[src/rtl/pool_pkg.sv]
// Shared types and helpers for the 2x2 average-pooling scheduler.
// Holds the pixel/accumulator widths, FSM encoding and buffer address arithmetic.
package pool_pkg;

    localparam int DATA_W = 16;
    localparam int ACC_W  = DATA_W + 2;

    typedef enum logic [2:0] {
        IDLE = 3'd0,
        RD0  = 3'd1,
        RD1  = 3'd2,
        RD2  = 3'd3,
        RD3  = 3'd4,
        LAST = 3'd5,
        WR   = 3'd6,
        DONE = 3'd7
    } state_t;

    // Linear offset of (row, col) in a row-major map of the given side.
    function automatic int unsigned grid_addr(input int unsigned row,
                                              input int unsigned col,
                                              input int unsigned side);
        return row * side + col;
    endfunction

endpackage

[src/rtl/pool_avg4_acc.sv]
// Four-pixel accumulator for one pooling window; the average is the sum
// with the two LSBs dropped, so four full-scale pixels never overflow.
module pool_avg4_acc
    import pool_pkg::*;
(
    input  logic              clk,
    input  logic              rst_n,
    input  logic              clr,
    input  logic              add,
    input  logic [DATA_W-1:0] din,
    output logic [DATA_W-1:0] avg
);

    logic [ACC_W-1:0] acc_p1;

    always_ff @(posedge clk or negedge rst_n) begin
        if (!rst_n) begin
            acc_p1 <= '0;
        end else if (clr) begin
            acc_p1 <= '0;
        end else if (add) begin
            acc_p1 <= acc_p1 + ACC_W'(din);
        end
    end

    assign avg = acc_p1[ACC_W-1:2];

endmodule

[src/rtl/pool2x2_scheduler.sv]
// Walks a square feature map in 2x2 stride-2 windows, fetching four pixels per
// window from the input buffer and writing one averaged pixel to the output buffer.
module pool2x2_scheduler
    import pool_pkg::*;
#(
    parameter int DATA_W   = 16,
    parameter int MAX_IMG  = 28,
    parameter int ADDR_W   = 10,
    parameter int IN_BASE  = 0,
    parameter int OUT_BASE = 0
)(
    input  logic              clk,
    input  logic              rst_n,
    input  logic              start,
    input  logic [5:0]        img_size,
    output logic              busy,
    output logic              done,
    output logic              rd_en,
    output logic [ADDR_W-1:0] rd_addr,
    input  logic [DATA_W-1:0] rd_data,
    output logic              wr_en,
    output logic [ADDR_W-1:0] wr_addr,
    output logic [DATA_W-1:0] wr_data,
    input  logic              wr_ready
);

    localparam logic [5:0] MAX_S = 6'(MAX_IMG);

    state_t            state;
    logic [5:0]        se;
    logic [4:0]        o_side;
    logic [4:0]        r;
    logic [4:0]        c;

    logic [5:0]        se_in;
    logic [4:0]        o_in;
    logic              row_end;
    logic              last_win;
    logic [4:0]        r_nxt;
    logic [4:0]        c_nxt;
    logic [ADDR_W-1:0] base;
    logic [ADDR_W-1:0] base_nxt;
    logic [ADDR_W-1:0] out_addr;
    logic              acc_clr;
    logic              acc_add;

    always_comb begin
        se_in    = (img_size > MAX_S) ? MAX_S : img_size;
        o_in     = se_in[5:1];
        row_end  = (c == o_side - 5'd1);
        last_win = row_end && (r == o_side - 5'd1);
        c_nxt    = row_end ? 5'd0 : c + 5'd1;
        r_nxt    = row_end ? r + 5'd1 : r;
        // Window origin is (2r, 2c) in input-pixel coordinates.
        base     = ADDR_W'(IN_BASE + grid_addr(2 * 32'(r), 2 * 32'(c), 32'(se)));
        base_nxt = ADDR_W'(IN_BASE + grid_addr(2 * 32'(r_nxt), 2 * 32'(c_nxt), 32'(se)));
        out_addr = ADDR_W'(OUT_BASE + grid_addr(32'(r), 32'(c), 32'(o_side)));
        acc_clr  = (state == RD0);
        acc_add  = (state == RD1) || (state == RD2) || (state == RD3) || (state == LAST);
    end

    always_ff @(posedge clk or negedge rst_n) begin
        if (!rst_n) begin
            state   <= IDLE;
            se      <= '0;
            o_side  <= '0;
            r       <= '0;
            c       <= '0;
            busy    <= 1'b0;
            done    <= 1'b0;
            rd_en   <= 1'b0;
            rd_addr <= '0;
            wr_en   <= 1'b0;
            wr_addr <= '0;
        end else begin
            case (state)
                IDLE: begin
                    if (start) begin
                        se     <= se_in;
                        o_side <= o_in;
                        if (o_in == 5'd0) begin
                            state <= DONE;
                            done  <= 1'b1;
                        end else begin
                            r       <= '0;
                            c       <= '0;
                            state   <= RD0;
                            busy    <= 1'b1;
                            rd_en   <= 1'b1;
                            rd_addr <= ADDR_W'(IN_BASE);
                        end
                    end
                end
                RD0: begin
                    state   <= RD1;
                    rd_addr <= base + ADDR_W'(1);
                end
                RD1: begin
                    state   <= RD2;
                    rd_addr <= base + ADDR_W'(se);
                end
                RD2: begin
                    state   <= RD3;
                    rd_addr <= base + ADDR_W'(se) + ADDR_W'(1);
                end
                RD3: begin
                    state <= LAST;
                    rd_en <= 1'b0;
                end
                LAST: begin
                    state   <= WR;
                    wr_en   <= 1'b1;
                    wr_addr <= out_addr;
                end
                WR: begin
                    // Address and data hold until the output buffer accepts.
                    if (wr_ready) begin
                        wr_en <= 1'b0;
                        if (last_win) begin
                            state <= DONE;
                            busy  <= 1'b0;
                            done  <= 1'b1;
                        end else begin
                            r       <= r_nxt;
                            c       <= c_nxt;
                            state   <= RD0;
                            rd_en   <= 1'b1;
                            rd_addr <= base_nxt;
                        end
                    end
                end
                DONE: begin
                    state <= IDLE;
                    done  <= 1'b0;
                end
                default: state <= IDLE;
            endcase
        end
    end

    pool_avg4_acc u_acc (
        .clk   (clk),
        .rst_n (rst_n),
        .clr   (acc_clr),
        .add   (acc_add),
        .din   (rd_data),
        .avg   (wr_data)
    );

endmodule

[config.mk]
export PLATFORM = sky130hd
export DESIGN_NAME = pool2x2_scheduler
export DESIGN_NICKNAME = d
export VERILOG_FILES = /design/src/rtl/pool_pkg.sv /design/src/rtl/pool_avg4_acc.sv /design/src/rtl/pool2x2_scheduler.sv
export SDC_FILE = /design/constraint.sdc
export NUM_CORES = 1
export LEC_CHECK = 0
export CAP_MARGIN = 20
export CELL_PAD_IN_SITES_DETAIL_PLACEMENT = 0
export CELL_PAD_IN_SITES_GLOBAL_PLACEMENT = 1
export CORE_ASPECT_RATIO = 1.5
export CORE_MARGIN = 8
export CORE_UTILIZATION = 35
export CTS_CLUSTER_DIAMETER = 80
export DETAILED_ROUTE_END_ITERATION = 8
export PLACE_DENSITY = 0.76
export SLEW_MARGIN = 15
export SYNTH_ARGS = -nofsm -noshare
export SYNTH_HDL_FRONTEND = slang
export SYNTH_SLANG_ARGS = --single-unit
[constraint.sdc]
create_clock -name clk -period 16.57 [get_ports clk]
set_input_delay 3.314 -clock clk [delete_from_list [all_inputs] [get_ports clk]]
set_output_delay 3.314 -clock clk [all_outputs]
set_load 0.01 [all_outputs]
class_map.png
The bar under the picture is 50 µm long. Fill, decap, tap and diode cells in gray.
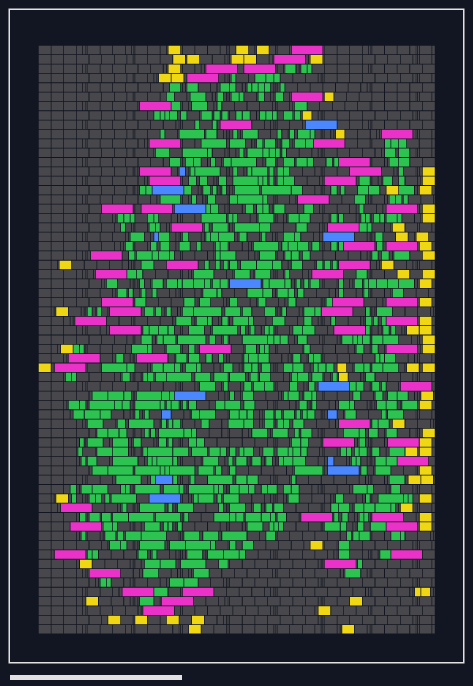
[registers] magenta | cells: 61
[remaining buffers and delay cells] yellow | cells: 71
[clock drivers and dummy loads] blue | cells: 15
[remaining logic cells] green | cells: 697
Core Util, Final: 40.9%
sequential portion of the cell area: 18.8%
final instance area: 8100 µm²
Cell Rows: 63

m2.png
The bar under the picture is 50 µm long.
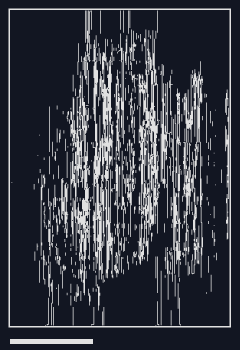
wire length on this layer: 9960 µm
main direction: vertical
longest straight run: 78.5 µm
nets with wire on the layer: 829
met2 GRT Util: 28.6%
Vias: 5764
DRT Wirelength: 18700 µm

placed.png
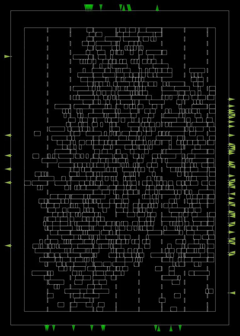
tap cells: 260
final cell count without fillers: 1104
# fillers: 2013

clock_wires.png
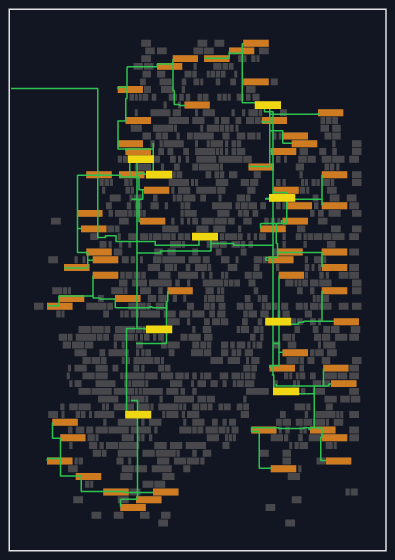
[clock-net drivers] yellow | count: 9
[flip-flops] orange | count: 61
[clock wires] green | length: 1190 µm
routed clock nets: 10
skew final: 0.00710 ns
clock-net power: 0.177 mW
clock power share: 16.6%

floorplan.png
Pins as bars on the die edge. Tap cells in gray.
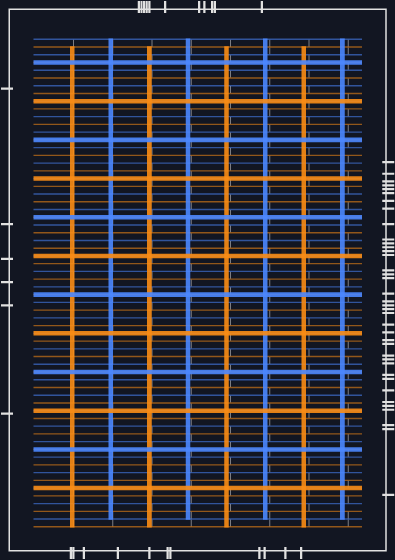
[VDD] blue
[VSS] orange
rows: 63
met1 rails: 64
tap cells: 260
Die Height: 190 µm
Worst VDD drop: 0.0000533 V
Die W: 132 µm

==> Changelog: implementation <==
### Metrics

* Run status: finished, final reports clean
* I/O Pins at around 66
* 1st-iter DRT viols at 369
* Reg2Reg Capture Point: rd_addr[9]
* Worst hold path type: reg2reg
* Drt pass-1 iters at 4
* Postcts setup bufs at 0
* Count of library flops with an enable pin at 0
* Crit path max fanout at 13
* RSZ-0062 raised after global routing: no
* M1 GR Usage at 16.9%
* Share of synthesized registers carrying an async set or reset at 100%
* Worst r2r src: se[2]
* Critical Path Source Type: flop
* Total global routing overflow at 0
* Minimum clock period at roughly 6.6 ns
* Initial antenna violation count at 0
* Yosys top cell by area: dfrtp_1
* Clk sink count at ~60
* GRT met3 Usage at 2.40%
* CTS tree: done
* Synthesized instance count at about 800
* YS chip area at ~7000 µm²
* Yosys cell count at 801
* Post-CTS Hold Fix Bufs at 0
* Post-CTS Resized at 0
* Number of routed nets with antenna violations at 0
* Clock-pin slew on the worst setup and hold paths at roughly 0.050 ns
* Post-Syn Area at just over 7000 µm²
* Final setup viols at 0
* Max Freq at between 150 and 200 MHz
* Fin. max-slew vios at 0
* Slew @ Worst Pin at 0.854 ns
* PwrDens at around 130 nW/µm²
* Vias per cell at ~5.2
* Most frequent cells after synthesis: ha_1, nand2_1, inv_1
* Hold Vio Cnt, Final at 0
* Clock root buffer: clkbuf_16
* Min Hold Slack at roughly 0.48 ns
* Antenna diode count at 0
* Clk ins delay skew pair at roughly 0.35 ns
* Setup TNS at 0 ns
* DP Area at ~7800 µm²
* Crit path kind: reg2reg
* Synth cell types at 74
* Num CTS Buffers at 9
* I/O Buffers at 65
* Crit. End Element: flop
* Pin count of the biggest net entering global routing at a little over 60
* Hpwl dp at approximately 15000 µm
* Number of logged tool warnings at 26
* Global-route wire length before repair at 31100 µm
* Register area share after synthesis at a little over a fifth
* Initial Utilization at between 30 and 40%
* WP data required at roughly 17 ns
* Worst r2r path cells at 21
* Max-cap viol count at 0
* Clock Path Buffers at 2
* Die area at between 20000 and 30000 µm²
* Pleak at about 3.8 nW
* Placed Cells at about 1100
* Hold Crit Endpoint: rd_addr[0]
* Area leader share at between 20% and 30%
* Area added between synthesis and finish at 14.9%
* Synth Warn # at 0
* Worst hold path stage count at 2
* Max_slew headroom at between 40 and 50%
* Layout cells sized above 1 at under 10%
* Top cells, area: dfrtp_1, ha_1, fa_1, xnor2_1, nand2_1
* Fin nets at roughly 990
* Busiest grt layer: met2
* Hold path start: rd_addr[0]
* Post-DR wirelength/cell at ~17 µm
* H-tree level count at 3
* Count leader, synth: ha_1
* Core ar. at about 20000 µm²
* Global Route Usage Sum at between 10% and 20%
* CP Data Arrival Time at 6.83 ns
* Post-Syn Area per Cell at 8.80 µm²
* Tcrit/Tclk final at a little under 40%
* R2R setup slack at between 9 and 10 ns
* Vias in the first global route at approximately 6000
* Routability cong. at roughly 0.86
* Post-synth regs at ~61
* DR DRC count at 0
* Dominant Register Cell: dfrtp_1
* Floorplan Nets at between 900 and 1000
[worst max-delay path by stage]
stage,from,to,slack (ns)
after floorplan,se[2],rd_addr[9],10.93
after global placement,se[2],rd_addr[9],10.30
after detailed placement,se[2],rd_addr[9],10.07
after CTS,se[2],rd_addr[9],10.01
after global routing,se[2],rd_addr[9],9.60
final,se[2],rd_addr[9],10.0
[sequential cells by signal, indices dropped and copies added, names as in the netlist, 3 cells and up]
register,flops
c,5
wr_addr,10
u_acc.acc_p1,18
state,3
se,6
rd_addr,10
r,5
[per-layer routing]
metal	vias to the layer above	wire length (µm)
met1	2746	7470
li1	2854	-
met2	127	9960
met3	37	637
met5	-	0
met4	0	605
[power by group]
part	switching, mW	internal (mW)
combinational	0.337	0.278
sequential	0.0720	0.199
clock	0.0727	0.104
total	0.482	0.581
[cells in the final DEF, fill, tap and decap left out, drive strengths merged, types with 4 or more instances in the layout]
cell	n
nand3	19
o31ai	8
buf	7
nor3	17
mux2	6
a21o	10
a21oi	35
a22oi	5
nor2	49
clkbuf	11
or2	4
ha	82
fa	39
o41ai	7
a211oi	5
o21a	8
xnor2	42
o21bai	8
and2	24
a22o	10
or3	5
a311oi	4
nor4b	4
nand2b	12
dfrtp	61
nor3b	4
a31oi	8
and3	7
nor2b	20
nor4	5
inv	69
xor2	19
o21ai	49
nand2	73
clkdlybuf4s50	64
[critical path: stages, from the launching register on]
cell and delay (ns):
dfrtp_1 0.52, inv_1 0.27, ha_1 0.25, nor3b_2 0.25, xnor3_1 0.28, nor3_2 0.67, and4_1 0.38, xor2_2 0.23
nand2_1 0.11, fa_1 0.54, fa_1 0.52, fa_1 0.54, inv_1 0.04, ha_1 0.32, xor2_1 0.17, ha_1 0.27
inv_1 0.06, a21oi_1 0.23, o2111ai_1 0.16, xnor2_1 0.21, xor3_1 0.27, o221ai_1 0.18
[logic make-up (layout without fill, tap and decap cells)]
family / count (synthesis) / count (layout) / synth area share [%]
simple gates: 251 / 251 / 18.1
flops: 61 / 61 / 21.7
fa+ha+maj: 121 / 121 / 25.6
compound gates: 182 / 182 / 17.2
mux: 9 / 9 / 1.38
xor+xnor: 65 / 65 / 8.98
buf+inv: 112 / 155 / 6.98
[stage by stage]
stage | utilization (%) | setup WS, ns | power (mW)
CTS | 40.9 | 10.01 | 1.07
global placement | 39.6 | 10.30 | 0.890
floorplan | - | 10.93 | 0.712
finish | 40.9 | 10.0 | 1.06
global route | 40.9 | 9.60 | 1.16
detailed placement | 39.6 | 10.07 | 0.892
[area by class of cell]
| cell class | count | area, µm² | share of cell area [%] |
|---|---|---|---|
| timing repair buffer | 71 | 691 | 8.53 |
| clock inverter | 4 | 25.0 | 0.309 |
| inverter | 69 | 259 | 3.20 |
| multi-input combinational | 628 | 5030 | 62.1 |
| sequential | 61 | 1530 | 18.8 |
| clock buffer | 11 | 243 | 3.00 |
| tap | 260 | 325 | 4.02 |
Power is estimated from default activity; no workload was simulated.
